**config.mk**
```make
export PLATFORM = sky130hd
export DESIGN_NAME = if_fetch_stage
export DESIGN_NICKNAME = d
export VERILOG_FILES = /design/src/rtl/if_fetch_stage.sv
export SDC_FILE = /design/constraint.sdc
export NUM_CORES = 1
export LEC_CHECK = 0
export CORE_ASPECT_RATIO = 0.75
export CORE_MARGIN = 4
export CORE_UTILIZATION = 56
export DETAILED_ROUTE_END_ITERATION = 10
export GPL_TIMING_DRIVEN = 0
export PLACE_DENSITY = 0.94
export SLEW_MARGIN = 20
export SYNTH_ARGS = -nofsm -noshare
export SYNTH_HDL_FRONTEND = slang
export SYNTH_SLANG_ARGS = --single-unit
```
**constraint.sdc**
```tcl
create_clock -name clk -period 13.05 [get_ports clk]
set_input_delay 3.915 -clock clk [delete_from_list [all_inputs] [get_ports clk]]
set_output_delay 3.915 -clock clk [all_outputs]
set_load 0.005 [all_outputs]
```
**src/rtl/if_fetch_stage.sv**
```systemverilog
// if_fetch_stage: instruction fetch with one-cycle memory latency, a one-word skid for decode stalls,
// and redirect squashing of stale fetches.
module if_fetch_stage #(
  parameter int ADDR_W = 16,
  parameter int DATA_W = 32,
  parameter logic [ADDR_W-1:0] RESET_PC = '0
) (
  input  logic              clk,
  input  logic              rst,
  input  logic              stall_i,
  input  logic              redirect_i,
  input  logic [ADDR_W-1:0] redirect_pc_i,
  output logic              im_read_o,
  output logic [ADDR_W-1:0] im_addr_o,
  input  logic [DATA_W-1:0] im_data_i,
  output logic              id_valid_o,
  output logic [DATA_W-1:0] id_inst_o,
  output logic [ADDR_W-1:0] id_pc_o
);
  logic [ADDR_W-1:0] r_pc;
  logic              r_req_valid;
  logic [ADDR_W-1:0] r_req_pc;
  logic              r_skid_valid;
  logic [DATA_W-1:0] r_skid_inst;
  logic [ADDR_W-1:0] r_skid_pc;
  assign im_read_o = !rst && (redirect_i || !stall_i);
  assign im_addr_o = redirect_i ? redirect_pc_i : r_pc;
  always_ff @(posedge clk or posedge rst) begin
    if (rst) begin
      r_pc         <= RESET_PC;
      r_req_valid  <= 1'b0;
      r_req_pc     <= '0;
      r_skid_valid <= 1'b0;
      r_skid_inst  <= '0;
      r_skid_pc    <= '0;
      id_valid_o   <= 1'b0;
      id_inst_o    <= '0;
      id_pc_o      <= '0;
    end else if (redirect_i) begin
      r_pc         <= redirect_pc_i + 1'b1;
      r_req_valid  <= 1'b1;
      r_req_pc     <= redirect_pc_i;
      r_skid_valid <= 1'b0;
      id_valid_o   <= 1'b0;
      id_inst_o    <= '0;
      id_pc_o      <= '0;
    end else if (stall_i) begin
      // No read issues while stalled, so the skid can only ever be filled once.
      r_req_valid <= 1'b0;
      if (r_req_valid) begin
        r_skid_valid <= 1'b1;
        r_skid_inst  <= im_data_i;
        r_skid_pc    <= r_req_pc;
      end
    end else begin
      id_valid_o   <= r_skid_valid || r_req_valid;
      id_inst_o    <= r_skid_valid ? r_skid_inst : r_req_valid ? im_data_i : '0;
      id_pc_o      <= r_skid_valid ? r_skid_pc : r_req_valid ? r_req_pc : '0;
      r_skid_valid <= 1'b0;
      r_pc         <= r_pc + 1'b1;
      r_req_valid  <= 1'b1;
      r_req_pc     <= r_pc;
    end
  end
  a_one_word_outstanding: assert property (@(posedge clk) disable iff (rst) !(r_skid_valid && r_req_valid));
endmodule

```
**I/O nets highlighted**

Scale bar: 50 um.
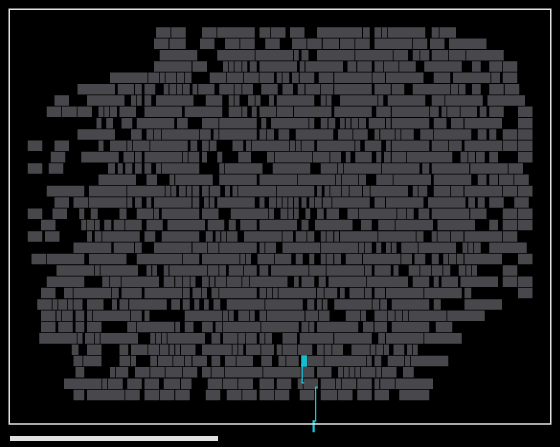
[cyan] im_read_o | bits: 1 | direction: output | edge: bottom | end cells: 1 | buffers: 1 | wire: 14.1 um
Port Buf Inserts: 115
I/O pin count: 118

**Sequential cells grouped by signal name**

Scale bar: 50 um. Other sequential cells in the stronger grey, the rest of the logic in the fainter grey.
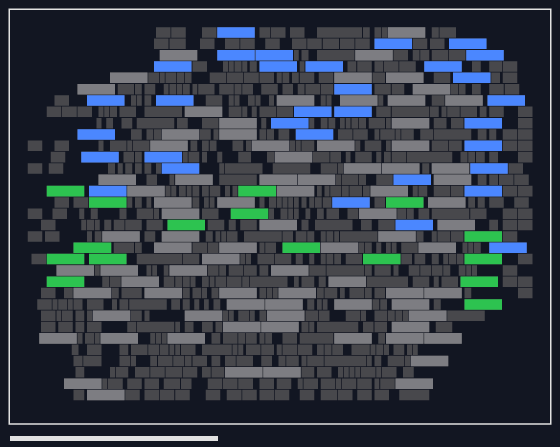
[blue] id_inst_o | sequential cells: 32
[green] id_pc_o | sequential cells: 16
not coloured: 83
Final Util: 75.0%
sequential cell area share: 40.1%
register area: 0.00328 sq mm
P_seq: 509 uW

==> impl_metrics.py <==
# Metrics from the implementation run
metrics = {
    "run_status": {
        "outcome": "finished clean",
    },
    "power_and_ir_drop": {
        "top_power_group": "sequential cells",
        "p_total_uw": 1230,
        "seqPwrFrac_pct": 41.3,
        "pwr.group.combinational_uw": 229,
        "pg_clk_uw": 493,
        "internal-power_uw": 883,
    },
    "timing": {
        "fmax_mhz": 101,
        "worst_slack_ns": 3.15,
        "relSlewSlack_pct": 52.6,
    },
    "worst_hold_path": {
        "hold_start": "r_pc[1]",
        "hold_path.class": "register to register",
    },
    "global_route": {
        "gr-total-overflow": 0,
        "met3_usage_pct": 8.64,
    },
    "final_layout": {
        "postLayoutCellArea_sq_mm": 0.00818,
        "antennaDiodeCount": 0,
    },
    "synth": {
        "synth_warnings": 0,
        "syn_nets": 650,
        "compound_area_share_pct": 12.8,
        "top_cell_area_share_pct": 52.7,
        "synth_cell_type_count": 48,
    },
    "job": {
        "drv_cap": 0,
        "warnings": 26,
    },
    "die": {
        "die_area_sq_mm": 0.0129,
        "n_tap_cell": 140,
        "core_area_sq_mm": 0.0109,
    },
    "cts": {
        "clk_latency_ns": 0.42,
        "postCtsSetupBuffers": 0,
        "cts_buffers": 17,
        "clock-sinks": 131,
        "h-tree-depth": 4,
    },
    "detailed_routing": {
        "antenna_left": 0,
        "wl_met2_um": 9030,
    },
    "setup_path": {
        "reg2reg_to": "id_inst_o[0]",
        "critPathLaunchType": "input pin",
    },
    "placement": {
        "place_area_sq_mm": 0.00758,
    },
}
[registers in the layout, summed over array words and instances (netlist names), 16 cells and up]
register / cells
id_inst_o: 32
r_skid_pc: 16
id_pc_o: 16
r_req_pc: 16
r_skid_inst: 32
r_pc: 16
[cell usage in the layout, fill, tap and decap left out, types with 17 or more instances in the layout]
cell type / n
dfrtp_1: 131
clkbuf_16: 17
mux2_2: 53
nand2_1: 47
clkbuf_1: 29
nor2_1: 67
nand3b_1: 37
nor3_1: 18
clkdlybuf4s50_1: 115
a21oi_1: 84
[worst register-to-register path, delay by kind of cell, from the launching register on]
kind,cells,cell delay [ns]
simple gates,2,0.83
buf+inv,2,0.79
flops,1,0.33
compound gates,1,0.16
Power and IR drop assume default switching activity.
